==> images/layers.png <==
Drawn at 4 px/µm.
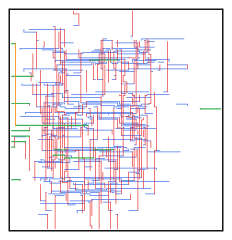
==> images/m3.png <==
Drawn at 4 px/µm. Cells faint in the background.
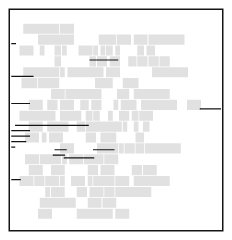
`config.mk`:
```
export PLATFORM = sky130hd
export DESIGN_NAME = piso_serializer_flat
export DESIGN_NICKNAME = d
export VERILOG_FILES = /design/src/rtl/piso_pkg.sv /design/src/rtl/piso_serializer_if.sv /design/src/rtl/piso_bit_counter.sv /design/src/rtl/piso_serializer.sv /design/src/flat_wrapper.sv
export SDC_FILE = /design/constraint.sdc
export NUM_CORES = 1
export LEC_CHECK = 0
export CAP_MARGIN = 20
export CORE_AREA = 2 2 51 53
export DETAILED_ROUTE_END_ITERATION = 7
export DIE_AREA = 0 0 53 55
export HOLD_SLACK_MARGIN = 0.02
export PLACE_DENSITY = 0.66
export SETUP_SLACK_MARGIN = 0.5
export SYNTH_ARGS = -nofsm -noshare
export SYNTH_HDL_FRONTEND = slang
export SYNTH_SLANG_ARGS = --single-unit
```
`constraint.sdc`:
```
create_clock -name clk -period 4.6 [get_ports clk]
set_input_delay 1.38 -clock clk [delete_from_list [all_inputs] [get_ports clk]]
set_output_delay 1.38 -clock clk [all_outputs]
set_load 0.02 [all_outputs]
```
`src/rtl/piso_pkg.sv`:
```
// Shared types and limits for the parallel-in/serial-out serializer.
package piso_pkg;

  localparam int PISO_MAX_WIDTH = 64;

  // PARITY is only reachable when the parity build option is enabled.
  typedef enum logic [1:0] {
    IDLE   = 2'd0,
    SHIFT  = 2'd1,
    PARITY = 2'd2
  } state_t;

endpackage

```
`src/rtl/piso_serializer_if.sv`:
```
// Load/ready word handshake plus serial frame outputs of the serializer.
interface piso_serializer_if #(
  parameter int WIDTH = 8
);
  logic [WIDTH-1:0] din;
  logic             load;
  logic             lsb_first;
  logic             ready;
  logic             dout;
  logic             dout_valid;
  logic             busy;
  logic             done;

  modport master (
    output din, load, lsb_first,
    input  ready, dout, dout_valid, busy, done
  );

  modport slave (
    input  din, load, lsb_first,
    output ready, dout, dout_valid, busy, done
  );
endinterface

```
`src/rtl/piso_bit_counter.sv`:
```
// Frame bit counter: clear-to-1 on accept, counts up to TERM and holds there.
module piso_bit_counter #(
  parameter int               CNT_W = 4,
  parameter logic [CNT_W-1:0] TERM  = '1
) (
  input  logic clk,
  input  logic rst,
  input  logic i_clear,
  input  logic i_en,
  output logic o_tc
);
  logic [CNT_W-1:0] r_count;

  // Clearing loads 1 because the accepting edge already emits the first bit.
  always_ff @(posedge clk or posedge rst) begin
    if (rst) begin
      r_count <= '0;
    end else if (i_clear) begin
      r_count <= CNT_W'(1);
    end else if (i_en && !o_tc) begin
      r_count <= r_count + 1'b1;
    end
  end

  assign o_tc = (r_count == TERM);
endmodule

```
`src/rtl/piso_serializer.sv`:
```
// WIDTH-bit parallel-in/serial-out serializer with per-word bit order selection.
// Build option PISO_PARITY_EN appends an even-parity bit to every frame.
module piso_serializer
  import piso_pkg::*;
#(
  parameter int WIDTH = 8
) (
  input  logic           clk,
  input  logic           rst,
  piso_serializer_if.slave bus
);
  localparam int CNT_W = $clog2(WIDTH + 1);

  if (WIDTH < 2 || WIDTH > PISO_MAX_WIDTH) begin : g_width_check
    $error("piso_serializer: WIDTH must lie in 2..64");
  end

  state_t           r_state;
  state_t           w_next_state;
  logic [WIDTH-1:0] r_shift;
  logic             r_lsb_first;
  logic             r_dout;
  logic             r_dout_valid;
  logic             w_tc;
  logic             w_accept;
  logic             w_shift_en;
  logic             w_ready;
  logic             w_busy;
  logic             w_done;
`ifdef PISO_PARITY_EN
  logic             r_parity;
`endif

  piso_bit_counter #(
    .CNT_W (CNT_W),
    .TERM  (CNT_W'(WIDTH))
  ) u_bit_counter (
    .clk     (clk),
    .rst     (rst),
    .i_clear (w_accept),
    .i_en    (w_shift_en),
    .o_tc    (w_tc)
  );

  assign w_accept   = bus.load & w_ready;
  assign w_shift_en = (r_state == SHIFT) & ~w_tc;

  always_ff @(posedge clk or posedge rst) begin
    if (rst) begin
      r_state <= IDLE;
    end else begin
      r_state <= w_next_state;
    end
  end

  // ready never depends on load, so accept has no combinational loop.
  always_comb begin
    w_next_state = r_state;
    w_ready      = 1'b0;
    w_done       = 1'b0;
    w_busy       = (r_state != IDLE);
    case (r_state)
      IDLE: begin
        w_ready = 1'b1;
        if (bus.load) w_next_state = SHIFT;
      end
      SHIFT: begin
        if (w_tc) begin
`ifdef PISO_PARITY_EN
          w_next_state = PARITY;
`else
          w_ready      = 1'b1;
          w_done       = 1'b1;
          w_next_state = bus.load ? SHIFT : IDLE;
`endif
        end
      end
`ifdef PISO_PARITY_EN
      PARITY: begin
        w_ready      = 1'b1;
        w_done       = 1'b1;
        w_next_state = bus.load ? SHIFT : IDLE;
      end
`endif
      default: w_next_state = IDLE;
    endcase
  end

  // The register always presents the next bit to send at the end selected by r_lsb_first.
  always_ff @(posedge clk or posedge rst) begin
    if (rst) begin
      r_shift      <= '0;
      r_lsb_first  <= 1'b0;
      r_dout       <= 1'b0;
      r_dout_valid <= 1'b0;
`ifdef PISO_PARITY_EN
      r_parity     <= 1'b0;
`endif
    end else if (w_accept) begin
      r_lsb_first  <= bus.lsb_first;
      r_dout       <= bus.lsb_first ? bus.din[0] : bus.din[WIDTH-1];
      r_shift      <= bus.lsb_first ? (bus.din >> 1) : (bus.din << 1);
      r_dout_valid <= 1'b1;
`ifdef PISO_PARITY_EN
      r_parity     <= ^bus.din;
`endif
    end else if (w_shift_en) begin
      r_dout  <= r_lsb_first ? r_shift[0] : r_shift[WIDTH-1];
      r_shift <= r_lsb_first ? (r_shift >> 1) : (r_shift << 1);
`ifdef PISO_PARITY_EN
    end else if (r_state == SHIFT) begin
      r_dout <= r_parity;
`endif
    end else begin
      r_dout       <= 1'b0;
      r_dout_valid <= 1'b0;
    end
  end

  assign bus.ready      = w_ready;
  assign bus.busy       = w_busy;
  assign bus.done       = w_done;
  assign bus.dout       = r_dout;
  assign bus.dout_valid = r_dout_valid;
endmodule
```
`src/flat_wrapper.sv`:
```
// flat-port wrapper written by rule: the top's interface ports become plain ports
module piso_serializer_flat import piso_pkg::*;
#(
  parameter int WIDTH = 8
)
  (clk, rst, bus_din, bus_load, bus_lsb_first, bus_ready, bus_dout, bus_dout_valid, bus_busy, bus_done);
  piso_serializer_if #(.WIDTH(WIDTH)) bus_i ();
  input  logic clk;
  input  logic rst;
  input wire logic [$bits(bus_i.din)-1:0] bus_din;
  input wire logic [$bits(bus_i.load)-1:0] bus_load;
  input wire logic [$bits(bus_i.lsb_first)-1:0] bus_lsb_first;
  output wire logic [$bits(bus_i.ready)-1:0] bus_ready;
  output wire logic [$bits(bus_i.dout)-1:0] bus_dout;
  output wire logic [$bits(bus_i.dout_valid)-1:0] bus_dout_valid;
  output wire logic [$bits(bus_i.busy)-1:0] bus_busy;
  output wire logic [$bits(bus_i.done)-1:0] bus_done;
  assign bus_i.din = bus_din;
  assign bus_i.load = bus_load;
  assign bus_i.lsb_first = bus_lsb_first;
  assign bus_ready = bus_i.ready;
  assign bus_dout = bus_i.dout;
  assign bus_dout_valid = bus_i.dout_valid;
  assign bus_busy = bus_i.busy;
  assign bus_done = bus_i.done;
  piso_serializer #(.WIDTH(WIDTH)) u_core (.clk(clk), .rst(rst), .bus(bus_i));
endmodule
```
==> run notes <==
run results: status finished clean, Worst Max-Slew Pin Slew around 0.83 ns, Yosys Chip Area ~1000 µm², mapped cell area 1000 µm², Hold WC Path Type register to register, final wirelength 2110 µm, number of max-cap violations 0, distinct lib cells 37, Seq pwr share 0.416, Die Y 55 µm, pin count of the biggest net entering global routing 20, Clock Latency Late Sink about 0.28 ns, worst path cell trace inv_1 -> ha_1 -> nand3b_1 -> nor2_1 -> clkdlybuf4s50_1, via count 776, Crit path depth 5, Flops 16, routed vias/inst approximately 5.6, cts repair resizes 0, r2r worst-path depth 5, drt wl/cell ~15 µm, CP endpoint bus_done, first-pass GRT wire length roughly 3500 µm, grt ovf 0, Cell area leaders dfrtp_1, mux2i_1, a221oi_2, vias in the first global route just over 700, worst slack at placement between 1 and 1.5 ns, DRT iter0 DRCs 18, Critical Path Start u_core.u_bit_counter.r_count[0], clock power share 0.148, GPL Wtd Cong 0.740, Worst Skew approximately 0.0012 ns, Die Footprint between 2000 and 3000 µm²
## Picture notes: layers.png
Key: M2 = red [wire length 994 µm]; M4 = orange [wire length 20.4 µm]; M3 = green [wire length 73.5 µm]; M1 = blue [wire length 1020 µm]

## Picture notes: m3.png
The wires run mostly horizontal. The longest straight run is 18.2 µm. The layer carries 73.5 µm of wire. 12 nets have wire on it. The layer holds 3.5% of the routed length.

-- registers in the layout, indices dropped and copies added, names as in the netlist --
register	count
u_core.bus.dout_valid	1
u_core.u_bit_counter.r_count	4
u_core.r_shift	8
u_core.bus.dout	1
u_core.r_state	1
u_core.r_lsb_first	1
-- cells by family after synthesis --
| group | after synthesis | synth area share |
|---|---|---|
| muxes | 16 | 0.162 |
| AOI/OAI and AO/OA | 23 | 0.214 |
| DFF | 16 | 0.400 |
| buffers and inverters | 13 | 0.0650 |
| and+or+nand+nor | 24 | 0.134 |
| adders and majority gates | 2 | 0.0250 |
-- layer usage --
layer / part of all wire / vias to the layer above / global-route usage
li1: - / 369 / -
met1: 0.48 / 386 / 0.234
met2: 0.47 / 19 / 0.265
met3: 0.035 / 2 / 0.0242
met4: 0.0095 / 0 / 0.0726
met5: 0 / - / 0
Power figures rest on the tool's default switching activity, not on a simulated workload.
